==> config.mk <==
export PLATFORM = sky130hd
export DESIGN_NAME = pwm_meter
export DESIGN_NICKNAME = d
export VERILOG_FILES = /design/src/rtl/pwm_meter.sv
export SDC_FILE = /design/constraint.sdc
export NUM_CORES = 1
export LEC_CHECK = 0
export CAP_MARGIN = 20
export CORE_MARGIN = 2
export CORE_UTILIZATION = 28
export CTS_CLUSTER_DIAMETER = 200
export DETAILED_ROUTE_END_ITERATION = 7
export SYNTH_ARGS = -nofsm -noshare
export SYNTH_HDL_FRONTEND = slang
export SYNTH_SLANG_ARGS = --single-unit
==> constraint.sdc <==
create_clock -name clk -period 3 [get_ports clk]
set_input_delay 0.75 -clock clk [delete_from_list [all_inputs] [get_ports clk]]
set_output_delay 0.75 -clock clk [all_outputs]
set_load 0.05 [all_outputs]
==> src/rtl/pwm_meter.sv <==
// pwm_meter: measures an incoming PWM waveform and reports its period, high
// time and duty on the same 0..2^N-1 code scale used by the fan PWM driver.
//
// Optional feature: define PWM_METER_GLITCH_FILTER_EN to insert a stability
// filter (FILT_LEN clocks) between the synchronizer and the edge detector.
//
// Parameters:
//   SYS_FREQ  system clock in MHz (sets the default TIMEOUT)
//   N         duty code width, full scale 2^N-1
//   CNT_W     period / high-time counter width
//   TIMEOUT   clocks without a rising edge before stall is declared
//   FILT_LEN  glitch filter stability length (filter build only)
//
// Ports:
//   clk        system clock
//   reset_p    synchronous active-high reset
//   pwm_in     asynchronous PWM input
//   duty       last measured duty code
//   period     last measured period in clocks
//   high_time  last measured high time in clocks
//   valid      one-clock pulse when duty/period/high_time update
//   stall      no rising edge seen within TIMEOUT clocks
//   overrun    sticky: a measurement was dropped because the divider was busy
module pwm_meter #(
  parameter int unsigned SYS_FREQ = 125,
  parameter int unsigned N        = 12,
  parameter int unsigned CNT_W    = 24,
  parameter int unsigned TIMEOUT  = SYS_FREQ * 10000,
  parameter int unsigned FILT_LEN = 8
) (
  input  logic             clk,
  input  logic             reset_p,
  input  logic             pwm_in,
  output logic [N-1:0]     duty,
  output logic [CNT_W-1:0] period,
  output logic [CNT_W-1:0] high_time,
  output logic             valid,
  output logic             stall,
  output logic             overrun
);

  localparam int unsigned NUM_W  = CNT_W + N;
  localparam int unsigned ITER_W = $clog2(N + 1);

  localparam logic [CNT_W-1:0]  CNT_MAX   = {CNT_W{1'b1}};
  localparam logic [CNT_W-1:0]  TMO       = CNT_W'(TIMEOUT);
  localparam logic [ITER_W-1:0] ITER_LAST = ITER_W'(N - 1);
  localparam logic [ITER_W-1:0] ITER_DONE = ITER_W'(N);

  localparam logic [1:0] S_IDLE  = 2'd0;
  localparam logic [1:0] S_MEAS  = 2'd1;
  localparam logic [1:0] S_STALL = 2'd2;

  // Elaboration-time sanity check of the parameter set.
  if (SYS_FREQ == 0 || N < 2 || FILT_LEN == 0 || TIMEOUT <= N + 2 ||
      longint'(TIMEOUT) >= (longint'(1) << CNT_W) - longint'(1)) begin : g_bad_params
    $error("pwm_meter: illegal parameter combination");
  end

  // --------------------------------------------------------------------------
  // Input path: 2-FF synchronizer, optional stability filter, edge register
  // --------------------------------------------------------------------------
  logic sync1_q;
  logic sync2_q;
  logic lvl_c;
  logic lvl_q;
  logic rise_q;

  always_ff @(posedge clk) begin
    if (reset_p) begin
      sync1_q <= 1'b0;
      sync2_q <= 1'b0;
      lvl_q   <= 1'b0;
      rise_q  <= 1'b0;
    end else begin
      sync1_q <= pwm_in;
      sync2_q <= sync1_q;
      lvl_q   <= lvl_c;
      rise_q  <= lvl_c & ~lvl_q;
    end
  end

`ifdef PWM_METER_GLITCH_FILTER_EN
  localparam int unsigned FILT_W = (FILT_LEN > 1) ? $clog2(FILT_LEN) : 1;
  localparam logic [FILT_W-1:0] FILT_LAST = FILT_W'(FILT_LEN - 1);

  logic              filt_q;
  logic [FILT_W-1:0] stab_q;

  // Filtered level follows the synced input only after FILT_LEN differing clocks.
  always_ff @(posedge clk) begin
    if (reset_p) begin
      filt_q <= 1'b0;
      stab_q <= '0;
    end else if (sync2_q == filt_q) begin
      stab_q <= '0;
    end else if (stab_q == FILT_LAST) begin
      filt_q <= sync2_q;
      stab_q <= '0;
    end else begin
      stab_q <= stab_q + FILT_W'(1);
    end
  end

  assign lvl_c = filt_q;
`else
  assign lvl_c = sync2_q;
`endif

  // --------------------------------------------------------------------------
  // Measurement FSM and divider state
  // --------------------------------------------------------------------------
  logic [1:0]        state_q,    state_d;
  logic [CNT_W-1:0]  cnt_p_q,    cnt_p_d;
  logic [CNT_W-1:0]  cnt_h_q,    cnt_h_d;
  logic              busy_q,     busy_d;
  logic [ITER_W-1:0] iter_q,     iter_d;
  logic [CNT_W-1:0]  rem_q,      rem_d;
  logic [N-1:0]      numlo_q,    numlo_d;
  logic [N-1:0]      quo_q,      quo_d;
  logic [CNT_W-1:0]  div_per_q,  div_per_d;
  logic [CNT_W-1:0]  div_high_q, div_high_d;
  logic [N-1:0]      duty_d;
  logic [CNT_W-1:0]  period_d;
  logic [CNT_W-1:0]  high_d;
  logic              valid_d;
  logic              stall_d;
  logic              overrun_d;

  logic [NUM_W-1:0]  num_c;
  logic [CNT_W:0]    trial_c;
  logic [CNT_W:0]    diff_c;
  logic              q_bit_c;
  logic [CNT_W-1:0]  cnt_p_inc_c;
  logic [CNT_W-1:0]  cnt_h_inc_c;
  logic              timeout_c;
  logic              restart_c;
  logic              start_c;
  logic              go_stall_c;

  // Next-state, counter, divider and output logic.
  always_comb begin
    state_d    = state_q;
    cnt_p_d    = cnt_p_q;
    cnt_h_d    = cnt_h_q;
    busy_d     = busy_q;
    iter_d     = iter_q;
    rem_d      = rem_q;
    numlo_d    = numlo_q;
    quo_d      = quo_q;
    div_per_d  = div_per_q;
    div_high_d = div_high_q;
    duty_d     = duty;
    period_d   = period;
    high_d     = high_time;
    valid_d    = 1'b0;
    stall_d    = stall;
    overrun_d  = overrun;
    restart_c  = 1'b0;
    start_c    = 1'b0;
    go_stall_c = 1'b0;

    cnt_p_inc_c = (cnt_p_q == CNT_MAX) ? cnt_p_q : cnt_p_q + CNT_W'(1);
    cnt_h_inc_c = (cnt_h_q == CNT_MAX) ? cnt_h_q : cnt_h_q + CNT_W'(1);
    timeout_c   = (cnt_p_q >= TMO);

    // high * (2^N - 1) without a multiplier.
    num_c = (NUM_W'(cnt_h_q) << N) - NUM_W'(cnt_h_q);

    // One restoring step; rem < period keeps trial within CNT_W+1 bits,
    // so the borrow bit alone decides the quotient bit.
    trial_c = {rem_q, numlo_q[N-1]};
    diff_c  = trial_c - {1'b0, div_per_q};
    q_bit_c = ~diff_c[CNT_W];

    case (state_q)
      S_IDLE: begin
        if (rise_q) begin
          state_d   = S_MEAS;
          restart_c = 1'b1;
        end else if (timeout_c) begin
          go_stall_c = 1'b1;
        end else begin
          cnt_p_d = cnt_p_inc_c;
        end
      end
      S_MEAS: begin
        if (rise_q) begin
          restart_c = 1'b1;
          if (busy_q) begin
            overrun_d = 1'b1;
          end else begin
            start_c = 1'b1;
          end
        end else if (timeout_c) begin
          go_stall_c = 1'b1;
        end else begin
          cnt_p_d = cnt_p_inc_c;
          if (lvl_q) begin
            cnt_h_d = cnt_h_inc_c;
          end
        end
      end
      S_STALL: begin
        if (rise_q) begin
          state_d   = S_MEAS;
          restart_c = 1'b1;
        end
      end
      default: begin
        state_d = S_IDLE;
      end
    endcase

    // Divider: N quotient bits MSB first, then one trailing cycle in which a
    // new rise is still refused, giving the N+2 clock minimum period.
    if (busy_q) begin
      if (iter_q == ITER_DONE) begin
        busy_d = 1'b0;
      end else begin
        rem_d   = q_bit_c ? diff_c[CNT_W-1:0] : trial_c[CNT_W-1:0];
        numlo_d = {numlo_q[N-2:0], 1'b0};
        quo_d   = {quo_q[N-2:0], q_bit_c};
        iter_d  = iter_q + ITER_W'(1);
        if (iter_q == ITER_LAST) begin
          duty_d   = {quo_q[N-2:0], q_bit_c};
          period_d = div_per_q;
          high_d   = div_high_q;
          valid_d  = 1'b1;
        end
      end
    end

    // A rise event is counted as the first clock of the new period.
    if (restart_c) begin
      cnt_p_d = CNT_W'(1);
      cnt_h_d = CNT_W'(lvl_q);
      stall_d = 1'b0;
    end

    if (start_c) begin
      busy_d     = 1'b1;
      iter_d     = '0;
      rem_d      = num_c[NUM_W-1:N];
      numlo_d    = num_c[N-1:0];
      quo_d      = '0;
      div_per_d  = cnt_p_q;
      div_high_d = cnt_h_q;
    end

    // Stall entry reports the static level and aborts any division in flight.
    if (go_stall_c) begin
      state_d  = S_STALL;
      stall_d  = 1'b1;
      duty_d   = lvl_q ? '1 : '0;
      period_d = '0;
      high_d   = '0;
      valid_d  = 1'b1;
      busy_d   = 1'b0;
    end
  end

  // State and output registers.
  always_ff @(posedge clk) begin
    if (reset_p) begin
      state_q    <= S_IDLE;
      cnt_p_q    <= '0;
      cnt_h_q    <= '0;
      busy_q     <= 1'b0;
      iter_q     <= '0;
      rem_q      <= '0;
      numlo_q    <= '0;
      quo_q      <= '0;
      div_per_q  <= '0;
      div_high_q <= '0;
      duty       <= '0;
      period     <= '0;
      high_time  <= '0;
      valid      <= 1'b0;
      stall      <= 1'b1;
      overrun    <= 1'b0;
    end else begin
      state_q    <= state_d;
      cnt_p_q    <= cnt_p_d;
      cnt_h_q    <= cnt_h_d;
      busy_q     <= busy_d;
      iter_q     <= iter_d;
      rem_q      <= rem_d;
      numlo_q    <= numlo_d;
      quo_q      <= quo_d;
      div_per_q  <= div_per_d;
      div_high_q <= div_high_d;
      duty       <= duty_d;
      period     <= period_d;
      high_time  <= high_d;
      valid      <= valid_d;
      stall      <= stall_d;
      overrun    <= overrun_d;
    end
  end

endmodule

Placed standard cells:
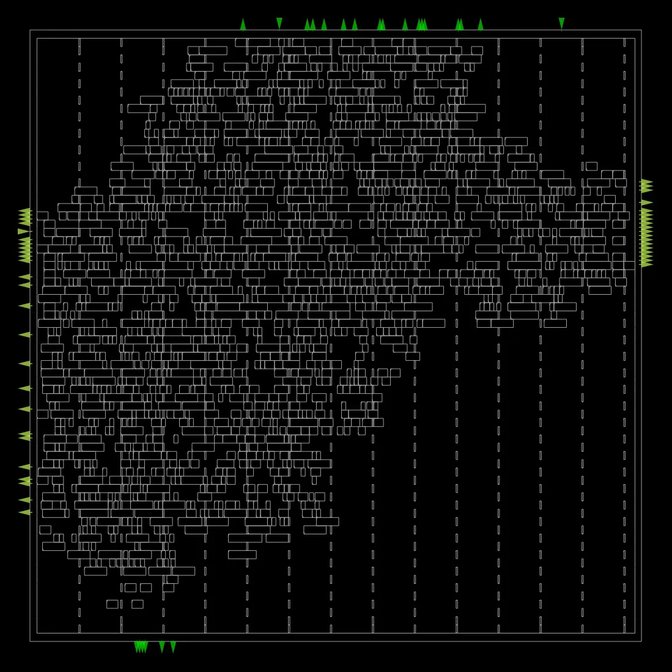
num rows: 72
number of well taps: 518
final instance count without filler cells: 2052

==> CHANGELOG.md <==
### Physical design

- Post-detailed-route wirelength per cell: 15.6 um
- Combinational gate area: 6210 um^2
- Total CTS buffers: 25
- EDFF count, synth: 0
- Hold path cells: 1
- Largest stage delay on the critical path: 370 ps
- Final instance area: 13800 um^2
- Ys flop type: sky130_fd_sc_hd__dfxtp_1
- Kind of end point of the critical path: flip-flop
- Met3 Use GR: 2.12%
- Arrival time at the worst endpoint: approximately 3500 ps
- Most instantiated logic cells after routing: 313 x sky130_fd_sc_hd__nand2_1, 215 x sky130_fd_sc_hd__dfxtp_1, 160 x sky130_fd_sc_hd__a21oi_1
- Proportion of register bits with asynchronous set or reset after synthesis: 0%
- Via count: 10200
- Top cell area share: 39.9%
- Post-route fraction of the period consumed by the critical path: 103%
- Flops & latches, synth: 217
- Top Metal Used: met4
- Part of the total power dissipated in the clock network: 50.4%
- Leading cell kind: logic gates
- Worst path required time: 3390 ps
- Power dissipated in combinational cells: 395 uW
- Failing checks: setup timing
- Reg2reg path depth: 15
- Placed Cells incl. Taps: 1996
- Area fraction of clock buffers and clock inverters: 6.57%
- #MultiIn Comb: 1047
- Ratio of routed vias to standard cells: 4.95
- CTS Hold Buffers Added: 0
- Diodes inserted: 0
- Power consumed by sequential cells: 2.91 mW
- Most common logic cell in the routed design: sky130_fd_sc_hd__nand2_1
- Final critical-path setup slack: -97.3 ps
- Pwr per Cell Area: 482 nW/um^2
- Leading power group: clock
- Signal buffers share of area: 10.8%
- Buffer count excluding the clock tree in the final layout: 168
- Leakage power: 5.00 nW
- Area of the synthesized netlist per yosys stat: 10900 um^2
- GPL Wtd Cong: 0.896
- H-tree depth reported by CTS: 1
- Boundary Pins: roughly 66
- Worst-case headroom to the max-slew limit: 36.8%
- Floorplan utilization: between 20% and 30%
- Net total in the final layout: between 1500 and 2000
- Most area-hungry cell type in the Yosys netlist: sky130_fd_sc_hd__dfxtp_1
- # Post-CTS Setup Buffers: 2
- Detailed route wirelength on metal2: 14100 um
- Reg2reg end: rem_q[15]
- Count of endpoints failing setup in the final report: 12
- Kind of path behind the tightest hold check: reg2reg
- DR WL met3: about 1500 um
- Power Total: 6.66 mW
- Largest voltage drop on the vdd net: 532 uV
- Buffer cell driving the clock tree root: sky130_fd_sc_hd__clkbuf_16
- Result of the run: finished with violations
- Nets in the synthesized netlist: between 1000 and 1500
- Top area cell types: sky130_fd_sc_hd__dfxtp_1 40%, sky130_fd_sc_hd__nand2_1 11%, sky130_fd_sc_hd__a21oi_1 7.6%
- Period minus WS final: 3100 ps
- Synth Instances: 1410
- Vias in the first global route: 9794
- Log Warnings: 31
- Launch point of the critical path: numlo_q[11]
- Cell type with the highest occurrence count on the critical path: sky130_fd_sc_hd__inv_2
- Met1 Resource Use GR: 21.9%
- Detailed placer's ending HPWL: between 20000 and 25000 um
- Xor/xnor cell area share of the yosys netlist: 6.98%
- Slew Limit Fails: 0
- Initial drt markers: 551
- Routed Wire Length: about 32000 um
- TritonCTS clock tree: built
- Worst min-delay path startpoint: sync1_q
- Fraction of power spent switching nets: 22.5%
- Levels on crit path: 15
- Commonest cells in the synthesized netlist: 315 x sky130_fd_sc_hd__nand2_1, 217 x sky130_fd_sc_hd__dfxtp_1, 166 x sky130_fd_sc_hd__a21oi_1, 113 x sky130_fd_sc_hd__nor2_1, 65 x sky130_fd_sc_hd__clkbuf_1
- Largest fanout on the critical path: 3
- Placed cell area: between 10000 and 15000 um^2
Signal wires on met3:
(1.5 px per um) Cells faint in the background.
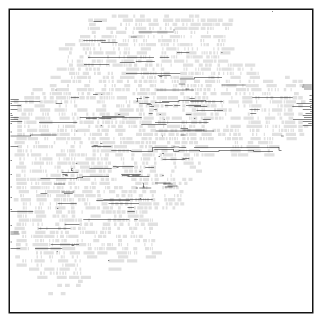
The wires run mostly horizontal. The layer holds 4.8% of the routed length.

-- logic make-up after synthesis --
logic type | count (synthesis)
flops | 217
simple gates | 586
compound gates | 323
buf+inv | 146
fa+ha+maj | 43
mux | 9
xor+xnor | 86
-- flip-flops by register name, indices dropped and copies added (netlist names), 2 cells and up --
signal      cells
high_time      24
div_high_q     24
duty           12
div_per_q      24
iter_q          4
period         24
rem_q          24
numlo_q        12
cnt_h_q        24
cnt_p_q        24
state_q         2
quo_q          11
-- worst reg2reg max path, delay by kind of cell (launching register included) --
family                   cells  cell delay (ps)
AND-OR/OR-AND                5             1080
flip-flops                   1              320
multiplexers                 1              310
AND/OR/NAND/NOR              2              140
buffers and inverters        4              350
adder cells (fa/ha/maj)      2              510
XOR/XNOR                     1              230
Power figures rest on the tool's default switching activity, not on a simulated workload.
